$ cat src/rtl/spi_txn_arbiter_pkg.sv
// spi_arb_pkg: shared state encoding and sizing helpers for spi_txn_arbiter
package spi_arb_pkg;
  typedef enum logic [1:0] {IDLE, ISSUE, WAIT_DONE, GAP} arb_state_t;
  localparam int GAP_CYCLES = 1;
  function automatic int id_w(input int n);
    return (n < 2) ? 1 : $clog2(n);
  endfunction
endpackage

$ cat src/rtl/spi_txn_arbiter_if.sv
// spi_txn_arbiter_if: requester, driver and read-stream signals of the arbiter
// slave modport = arbiter side, master modport = requesters plus SPI driver
interface spi_txn_arbiter_if import spi_arb_pkg::*; #(
  parameter int NUM_REQ   = 2,
  parameter int REG_WIDTH = 8
);
  localparam int IW = id_w(NUM_REQ);
  logic [NUM_REQ-1:0]           req_valid;
  logic [NUM_REQ-1:0]           req_is_write;
  logic [NUM_REQ*8-1:0]         req_num_regs;
  logic [NUM_REQ*REG_WIDTH-1:0] req_addr;
  logic [NUM_REQ-1:0]           req_ready;
  logic [NUM_REQ-1:0]           req_done;
  logic                         req_err;
  logic                         drv_new_command;
  logic                         drv_is_write;
  logic [7:0]                   drv_num_regs;
  logic [REG_WIDTH-1:0]         drv_start_addr;
  logic                         drv_read_complete;
  logic                         drv_write_complete;
  logic                         drv_byte_valid;
  logic [REG_WIDTH-1:0]         drv_byte_data;
  logic                         rd_valid;
  logic [REG_WIDTH-1:0]         rd_data;
  logic [IW-1:0]                rd_id;
  modport slave (
    input  req_valid, req_is_write, req_num_regs, req_addr,
           drv_read_complete, drv_write_complete, drv_byte_valid, drv_byte_data,
    output req_ready, req_done, req_err, drv_new_command, drv_is_write,
           drv_num_regs, drv_start_addr, rd_valid, rd_data, rd_id
  );
  modport master (
    output req_valid, req_is_write, req_num_regs, req_addr,
           drv_read_complete, drv_write_complete, drv_byte_valid, drv_byte_data,
    input  req_ready, req_done, req_err, drv_new_command, drv_is_write,
           drv_num_regs, drv_start_addr, rd_valid, rd_data, rd_id
  );
endinterface

$ cat src/rtl/spi_txn_arbiter_rr_pick.sv
// rr_pick: first asserted request after i_ptr (wrapping) -> one-hot grant, found flag, id
module rr_pick #(
  parameter int N  = 2,
  parameter int IW = 1
) (
  input  logic [N-1:0]  i_req,
  input  logic [IW-1:0] i_ptr,
  output logic [N-1:0]  o_grant,
  output logic          o_found,
  output logic [IW-1:0] o_id
);
  always_comb begin
    o_found = 1'b0;
    o_id = '0;
    for (int k = 1; k <= N; k++)
      if (!o_found && i_req[(int'(i_ptr) + k) % N]) begin
        o_found = 1'b1;
        o_id = IW'((int'(i_ptr) + k) % N);
      end
    o_grant = o_found ? N'(1) << o_id : '0;
  end
endmodule

$ cat src/rtl/spi_txn_arbiter.sv
// spi_txn_arbiter: round-robin sharing of one SPI read/write driver among NUM_REQ requesters
// Ports: clk, rstn (async active-low), bus (spi_txn_arbiter_if.slave: requests,
// ready/done/err pulses, latched drv_* command, driver completions, tagged read bytes).
// Optional SPI_ARB_TIMEOUT_EN: WAIT_DONE watchdog of TIMEOUT_CYCLES cycles.
module spi_txn_arbiter import spi_arb_pkg::*; #(
  parameter int NUM_REQ        = 2,
  parameter int REG_WIDTH      = 8,
  parameter int TIMEOUT_CYCLES = 4096
) (
  input logic clk,
  input logic rstn,
  spi_txn_arbiter_if.slave bus
);
  localparam int IW = id_w(NUM_REQ);
  if (NUM_REQ < 2 || NUM_REQ > 8) $error("NUM_REQ must be 2..8");
  if (TIMEOUT_CYCLES < 1 || TIMEOUT_CYCLES > 65536) $error("TIMEOUT_CYCLES must be 1..65536");
  arb_state_t r_state, w_next;
  logic [IW-1:0] r_ptr, r_id, w_id;
  logic [NUM_REQ-1:0] w_grant, w_ready, w_done, r_ready, r_done;
  logic w_found, w_take, w_fin, w_zero, w_cmplt, w_tmo, w_err, w_rd;
  logic r_err, r_wr, r_rd_valid;
  logic [7:0] r_num;
  logic [REG_WIDTH-1:0] r_addr, r_rd_data;
  rr_pick #(.N(NUM_REQ), .IW(IW)) u_pick (
    .i_req(bus.req_valid), .i_ptr(r_ptr), .o_grant(w_grant), .o_found(w_found), .o_id(w_id)
  );
  // a zero count would underflow the driver, so it is answered here with an error
  assign w_zero = bus.req_num_regs[8*int'(w_id) +: 8] == 8'd0;
  // only the completion matching the granted transaction type counts
  assign w_cmplt = r_wr ? bus.drv_write_complete : bus.drv_read_complete;
`ifdef SPI_ARB_TIMEOUT_EN
  logic [15:0] r_cnt;
  always_ff @(posedge clk or negedge rstn)
    if (!rstn) r_cnt <= '0;
    else if (r_state == ISSUE) r_cnt <= '0;
    else if (r_state == WAIT_DONE) r_cnt <= r_cnt + 16'd1;
  assign w_tmo = r_state == WAIT_DONE && r_cnt == 16'(TIMEOUT_CYCLES - 1);
`else
  assign w_tmo = 1'b0;
`endif
  always_ff @(posedge clk or negedge rstn)
    if (!rstn) r_state <= IDLE;
    else r_state <= w_next;
  always_comb begin
    w_next = r_state;
    case (r_state)
      IDLE:      if (w_found) w_next = w_zero ? GAP : ISSUE;
      ISSUE:     w_next = WAIT_DONE;
      WAIT_DONE: if (w_cmplt || w_tmo) w_next = GAP;
      GAP:       w_next = IDLE;
      default:   w_next = IDLE;
    endcase
  end
  always_comb begin
    w_take = r_state == IDLE && w_found;
    w_fin = r_state == WAIT_DONE && (w_cmplt || w_tmo);
    w_ready = w_take ? w_grant : '0;
    w_done = (w_take && w_zero) ? w_grant : w_fin ? NUM_REQ'(1) << r_id : '0;
    w_err = (w_take && w_zero) || (w_fin && !w_cmplt);
    w_rd = bus.drv_byte_valid && !r_wr && (r_state == WAIT_DONE || r_state == GAP);
  end
  always_ff @(posedge clk or negedge rstn)
    if (!rstn) begin
      r_ptr <= IW'(NUM_REQ - 1);
      r_id <= '0;
      r_wr <= 1'b0;
      r_num <= '0;
      r_addr <= '0;
      r_ready <= '0;
      r_done <= '0;
      r_err <= 1'b0;
      r_rd_valid <= 1'b0;
      r_rd_data <= '0;
    end else begin
      r_ready <= w_ready;
      r_done <= w_done;
      r_err <= w_err;
      r_rd_valid <= w_rd;
      r_rd_data <= bus.drv_byte_data;
      if (w_take) begin
        r_ptr <= w_id;
        r_id <= w_id;
        r_wr <= bus.req_is_write[w_id];
        r_num <= bus.req_num_regs[8*int'(w_id) +: 8];
        r_addr <= bus.req_addr[REG_WIDTH*int'(w_id) +: REG_WIDTH];
      end
    end
  assign bus.req_ready = r_ready;
  assign bus.req_done = r_done;
  assign bus.req_err = r_err;
  assign bus.drv_new_command = r_state == ISSUE;
  assign bus.drv_is_write = r_wr;
  assign bus.drv_num_regs = r_num;
  assign bus.drv_start_addr = r_addr;
  assign bus.rd_valid = r_rd_valid;
  assign bus.rd_data = r_rd_data;
  assign bus.rd_id = r_id;
endmodule

$ cat src/flat_wrapper.sv
// flat-port wrapper written by rule: the top's interface ports become plain ports
module spi_txn_arbiter_flat import spi_arb_pkg::*;
#(
  parameter int NUM_REQ        = 2,
  parameter int REG_WIDTH      = 8,
  parameter int TIMEOUT_CYCLES = 4096
)
  (clk, rstn, bus_req_valid, bus_req_is_write, bus_req_num_regs, bus_req_addr, bus_drv_read_complete, bus_drv_write_complete, bus_drv_byte_valid, bus_drv_byte_data, bus_req_ready, bus_req_done, bus_req_err, bus_drv_new_command, bus_drv_is_write, bus_drv_num_regs, bus_drv_start_addr, bus_rd_valid, bus_rd_data, bus_rd_id);
  spi_txn_arbiter_if #(.NUM_REQ(NUM_REQ), .REG_WIDTH(REG_WIDTH)) bus_i ();
  input logic clk;
  input logic rstn;
  input wire logic [$bits(bus_i.req_valid)-1:0] bus_req_valid;
  input wire logic [$bits(bus_i.req_is_write)-1:0] bus_req_is_write;
  input wire logic [$bits(bus_i.req_num_regs)-1:0] bus_req_num_regs;
  input wire logic [$bits(bus_i.req_addr)-1:0] bus_req_addr;
  input wire logic [$bits(bus_i.drv_read_complete)-1:0] bus_drv_read_complete;
  input wire logic [$bits(bus_i.drv_write_complete)-1:0] bus_drv_write_complete;
  input wire logic [$bits(bus_i.drv_byte_valid)-1:0] bus_drv_byte_valid;
  input wire logic [$bits(bus_i.drv_byte_data)-1:0] bus_drv_byte_data;
  output wire logic [$bits(bus_i.req_ready)-1:0] bus_req_ready;
  output wire logic [$bits(bus_i.req_done)-1:0] bus_req_done;
  output wire logic [$bits(bus_i.req_err)-1:0] bus_req_err;
  output wire logic [$bits(bus_i.drv_new_command)-1:0] bus_drv_new_command;
  output wire logic [$bits(bus_i.drv_is_write)-1:0] bus_drv_is_write;
  output wire logic [$bits(bus_i.drv_num_regs)-1:0] bus_drv_num_regs;
  output wire logic [$bits(bus_i.drv_start_addr)-1:0] bus_drv_start_addr;
  output wire logic [$bits(bus_i.rd_valid)-1:0] bus_rd_valid;
  output wire logic [$bits(bus_i.rd_data)-1:0] bus_rd_data;
  output wire logic [$bits(bus_i.rd_id)-1:0] bus_rd_id;
  assign bus_i.req_valid = bus_req_valid;
  assign bus_i.req_is_write = bus_req_is_write;
  assign bus_i.req_num_regs = bus_req_num_regs;
  assign bus_i.req_addr = bus_req_addr;
  assign bus_i.drv_read_complete = bus_drv_read_complete;
  assign bus_i.drv_write_complete = bus_drv_write_complete;
  assign bus_i.drv_byte_valid = bus_drv_byte_valid;
  assign bus_i.drv_byte_data = bus_drv_byte_data;
  assign bus_req_ready = bus_i.req_ready;
  assign bus_req_done = bus_i.req_done;
  assign bus_req_err = bus_i.req_err;
  assign bus_drv_new_command = bus_i.drv_new_command;
  assign bus_drv_is_write = bus_i.drv_is_write;
  assign bus_drv_num_regs = bus_i.drv_num_regs;
  assign bus_drv_start_addr = bus_i.drv_start_addr;
  assign bus_rd_valid = bus_i.rd_valid;
  assign bus_rd_data = bus_i.rd_data;
  assign bus_rd_id = bus_i.rd_id;
  spi_txn_arbiter #(.NUM_REQ(NUM_REQ), .REG_WIDTH(REG_WIDTH), .TIMEOUT_CYCLES(TIMEOUT_CYCLES)) u_core (.clk(clk), .rstn(rstn), .bus(bus_i));
endmodule
$ cat config.mk
export PLATFORM = sky130hd
export DESIGN_NAME = spi_txn_arbiter_flat
export DESIGN_NICKNAME = d
export VERILOG_FILES = /design/src/rtl/spi_txn_arbiter_pkg.sv /design/src/rtl/spi_txn_arbiter_if.sv /design/src/rtl/spi_txn_arbiter_rr_pick.sv /design/src/rtl/spi_txn_arbiter.sv /design/src/flat_wrapper.sv
export SDC_FILE = /design/constraint.sdc
export NUM_CORES = 1
export LEC_CHECK = 0
export ABC_AREA = 1
export CAP_MARGIN = 20
export CELL_PAD_IN_SITES_DETAIL_PLACEMENT = 0
export CELL_PAD_IN_SITES_GLOBAL_PLACEMENT = 1
export CORE_MARGIN = 3
export CORE_UTILIZATION = 31
export CTS_BUF_LIST = sky130_fd_sc_hd__clkbuf_16
export DETAILED_ROUTE_END_ITERATION = 12
export GPL_TIMING_DRIVEN = 0
export PLACE_DENSITY_LB_ADDON = 0.1
export SYNTH_ARGS = -nofsm -noshare
export SYNTH_HDL_FRONTEND = slang
export SYNTH_SLANG_ARGS = --single-unit
$ cat constraint.sdc
create_clock -name clk -period 2.8 [get_ports clk]
set_input_delay 0.56 -clock clk [delete_from_list [all_inputs] [get_ports clk]]
set_output_delay 0.56 -clock clk [all_outputs]
set_load 0.02 [all_outputs]
Run 1, routing congestion:
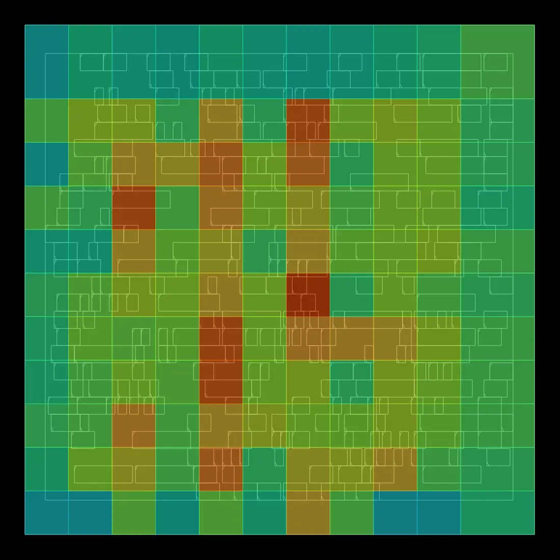
routed length per placed instance: 12.6 µm
gr busiest metal: met2
Finished Core Util: 53.1%

Run 1, ports around the boundary:
Pins as bars across the die edge, other pins in gray.
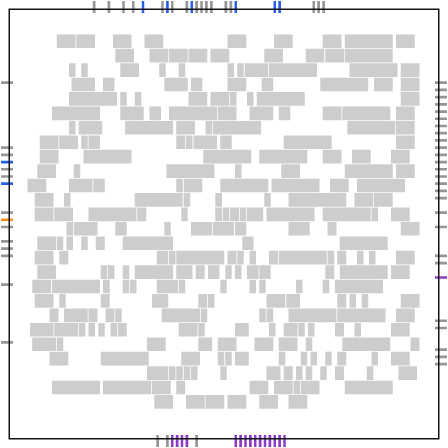
Purple marks bus_req_num_regs, pins 16, direction input, edge 15 bottom, 1 right. Blue marks bus_drv_start_addr, pins 8, direction output, edge 6 top, 2 left. Orange marks bus_drv_is_write, pins 1, direction output, edge left.
All pins by edge: 27 right, 22 top, 18 bottom, 15 left.

Run 1, clock network drawn from the DEF:
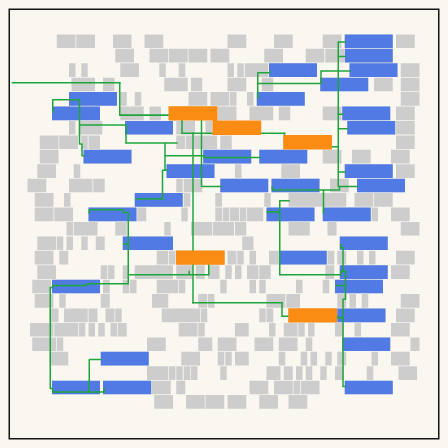
Orange marks clock-net drivers, count 5. Blue marks flip-flops, count 35. Green marks clock wires, length 470 µm.
Position of the flops: widely spread.

==> impl_metrics.ini, run 1 <==
; yosys + openroad results
[synthesis]
ys_cells = 187
synthTopCellsByArea = dfrtp_1 49%, nand2_1 12%, a31oi_2 6.5%, inv_1 4.6%, nor2_2 4.3%
top_area_cell = dfrtp_1
ys_sh_mux_pct = 0
top_logic_kind = simple AND/OR/NAND/NOR gates
ys_sh_adder_pct = 2.89
synth_cells = 187
yosysWarnings = 0
yosys.area_share.simple_pct = 26.6
synthArstFlopShare_pct = 100

[status]
status = complete, no violations

[clock_tree]
cts_sinks = 35
clkTransAtPathRegs_ns = 0.06
clock_latency_ns = 0.28
cts_buffers = 5
cts_hold_buffers = 0
cts-root-buf = clkbuf_16

[timing]
layout_min_cycle_time_ns = 2.09
slew_violations = 0
fmax_mhz = 478
slew_headroom_pct = 46.7

[cells_and_area]
seq_share_pct = 31.5
inv_count = 23
n_all_buffers = 86
clkbuf_count = 5
clk_share_pct = 6.07
area_growth_pct = 60.9
lay_top_cells = 79 x clkdlybuf4s50_1, 57 x nand2_1, 34 x dfrtp_1
final_net_count = 327
seq_area_um2 = 877

[power]
power_per_cell_area_nw_per_um2 = 975
power.leakage_nw = 1.26

[drt]
wl_met2_um = 2040
drtPass1Iterations = 4
num_vias = 1503

[placed_design]
hpwl_um = 3290

[job]
drv_cap = 0
warning_count = 29

[floorplanning]
taps = 70
die_width_um = 80.7

[global_routing]
grt_overflow = 0
grt_pass1_wl_um = 6990
gr-usage-met3_pct = 4.37

[worst_setup_path]
max_stage_delay_ns = 0.60
start_kind = flop

[hold_path]
hp-class = primary input to asynchronous set/reset pin
==> run 1: Yosys cell counts, drive strengths merged (2+ instances only) <==
cell    instances
buf             6
nand3b          6
o21ai          12
a21oi           4
nand2          59
a31oi           9
inv            23
ha              4
nand4           2
dfrtp          34
nand3           4
nor2           22
==> run 1: final timing paths <==
kind                                            start                          to  slack [ns]  depth (start not counted)
min                                              rstn           u_core.r_state[1]        0.37                          1
min reg2reg                u_core.bus.drv_num_regs[1]  u_core.bus.drv_num_regs[1]        0.49                          2
max                                 u_core.r_state[1]         bus_drv_new_command        0.71                          3
min in group clk           u_core.bus.drv_num_regs[1]  u_core.bus.drv_num_regs[1]        0.49                          2
max reg2reg                              u_core.r_ptr      u_core.bus.req_done[0]        1.28                          9
max in group asynchronous                        rstn      u_core.bus.req_done[0]        1.93                          1
==> run 1: state kept, by name, summed over array words and instances (netlist names) <==
register and cells:
u_core.bus.req_done 2, u_core.r_ptr 1, u_core.bus.rd_data 8, u_core.bus.drv_start_addr 8, u_core.bus.rd_valid 1, u_core.bus.drv_is_write 1, u_core.bus.req_ready 2, u_core.bus.rd_id 1
u_core.bus.drv_num_regs 8, u_core.r_state 2, u_core.bus.req_err 1
==> run 1: power breakdown <==
part           internal (mW)  total (mW)  leakage (nW)  switching (mW)
logic                  0.593        1.27         0.759           0.680
registers              0.694       0.810         0.420           0.116
clock network          0.419       0.628        0.0838           0.209
==> run 1: metrics by stage <==
step	utilization [%]	setup slack, ns	cells	instance area (µm²)
after CTS	53.1	0.699	345	2780
after detailed placement	49.9	0.702	337	2610
after global placement	50.0	0.396	337	2620
after global routing	53.1	0.667	345	2780
after floorplan	-	1.34	187	1730
final	53.1	0.710	345	2780
==> run 1 -> run 2 <==
- CORE_UTILIZATION: 31 -> 29
- clock period: 2.8 -> 2.1 ns (I/O delays scaled with it)
==> impl_metrics.ini, run 2 <==
; yosys + openroad results
[status]
status = complete, no violations

[worst_setup_path]
max_stage_delay_ns = 0.59
crit_path_start = u_core.r_state[1]

[timing]
layout_min_cycle_time_ns = 1.94

[power]
clock_power_uw = 828
power.leakage_nw = 1.26
p_sw_mw = 1.32
swShare_pct = 36.8

[global_routing]
grt_overflow = 0
grt_pass1_wl_um = 7380

[synthesis]
yosysWarnings = 0
ys_sh_mux_pct = 0
ys_cells = 187
synthTopCellsByArea = dfrtp_1 49%, nand2_1 12%, a31oi_2 6.5%, inv_1 4.6%, nor2_2 4.3%
top_logic_kind = simple AND/OR/NAND/NOR gates

[placed_design]
dp_slack_ns = 0.108

[cells_and_area]
area_growth_pct = 61.0
lay_top_cells = 79 x clkdlybuf4s50_1, 57 x nand2_1, 34 x dfrtp_1

[drt]
drtPass1Iterations = 4
num_vias = 1468

[clock_tree]
clkTransAtPathRegs_ns = 0.06

[hold_path]
hp-class = primary input to asynchronous set/reset pin

[floorplanning]
die_width_um = 83.2

[job]
drv_cap = 0
## run 2: worst paths after layout
| path | end |
|---|---|
| max in group asynchronous | u_core.bus.rd_id |
| min reg2reg | u_core.bus.drv_num_regs[6] |
| max reg2reg | u_core.bus.req_done[1] |
| max | bus_drv_new_command |
| min in group clk | u_core.bus.drv_num_regs[6] |
| min | u_core.bus.drv_num_regs[7] |
## run 2: layout make-up
class | count | area (µm²) | share of cell area [%]
tap | 72 | 90.1 | 3.24
inverter | 23 | 93.8 | 3.37
sequential | 35 | 877 | 31.5
clock buffer | 5 | 125 | 4.49
multi-input combinational | 123 | 703 | 25.3
clock inverter | 3 | 43.8 | 1.57
buffer | 6 | 55.1 | 1.98
timing repair buffer | 80 | 796 | 28.6
## run 2: cells by family after synthesis
logic type	count (synthesis)
AOI/OAI and AO/OA	25
adders and majority gates	4
buffers and inverters	29
DFF	35
and+or+nand+nor	94
## run 2: stage by stage
step / cells / cell area, µm²
3_5_place_dp: 339 / 2620
6_report: 347 / 2780
2_1_floorplan: 187 / 1730
5_1_grt: 347 / 2780
4_1_cts: 347 / 2780
3_3_place_gp: 339 / 2620
## run 2: metal layers
| layer | GRT usage, % | vias up | part of all wire [%] |
|---|---|---|---|
| li1 | - | 761 | - |
| met1 | 16.6 | 656 | 47 |
| met2 | 21.6 | 47 | 47 |
| met3 | 3.27 | 4 | 5.1 |
| met4 | 4.46 | 0 | 0.89 |
| met5 | 0 | - | 0 |
## run 2: worst register-to-register path, cell delays in order (launching register included)
cell,delay [ns]
dfstp_2,0.56
nand2_4,0.11
nand2_8,0.11
nand2_1,0.05
nand2_1,0.12
nand2_1,0.08
nor2_2,0.13
nand3_1,0.14
nand2_1,0.09
nand2_1,0.04
Run 2, cell classes on the final placement:
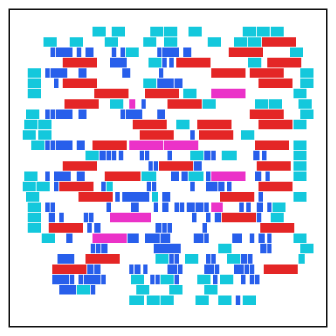
Magenta marks clock drivers and dummy loads, cells 8, share of their area 6.3%. Blue marks remaining logic cells, cells 146, share of their area 30%. Red marks registers, cells 35, share of their area 33%. Cyan marks remaining buffers and delay cells, cells 86, share of their area 32%.

Run 2, clock network drawn from the DEF:
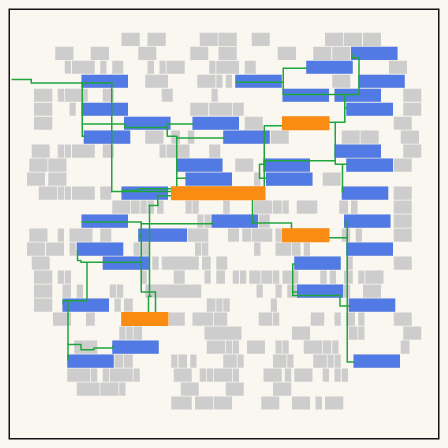
Green marks clock wires, length 461 µm. Orange marks clock-net drivers, count 5. Blue marks flip-flops, count 35.
There are 6 routed clock nets.

Run 2, metal layers overlaid:
Only two layers are drawn.
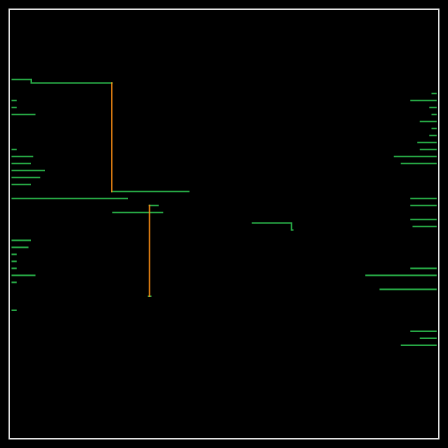
Orange marks M4, wire length 38.8 µm. Green marks M3, wire length 217 µm.

Power is estimated from default activity; no workload was simulated.
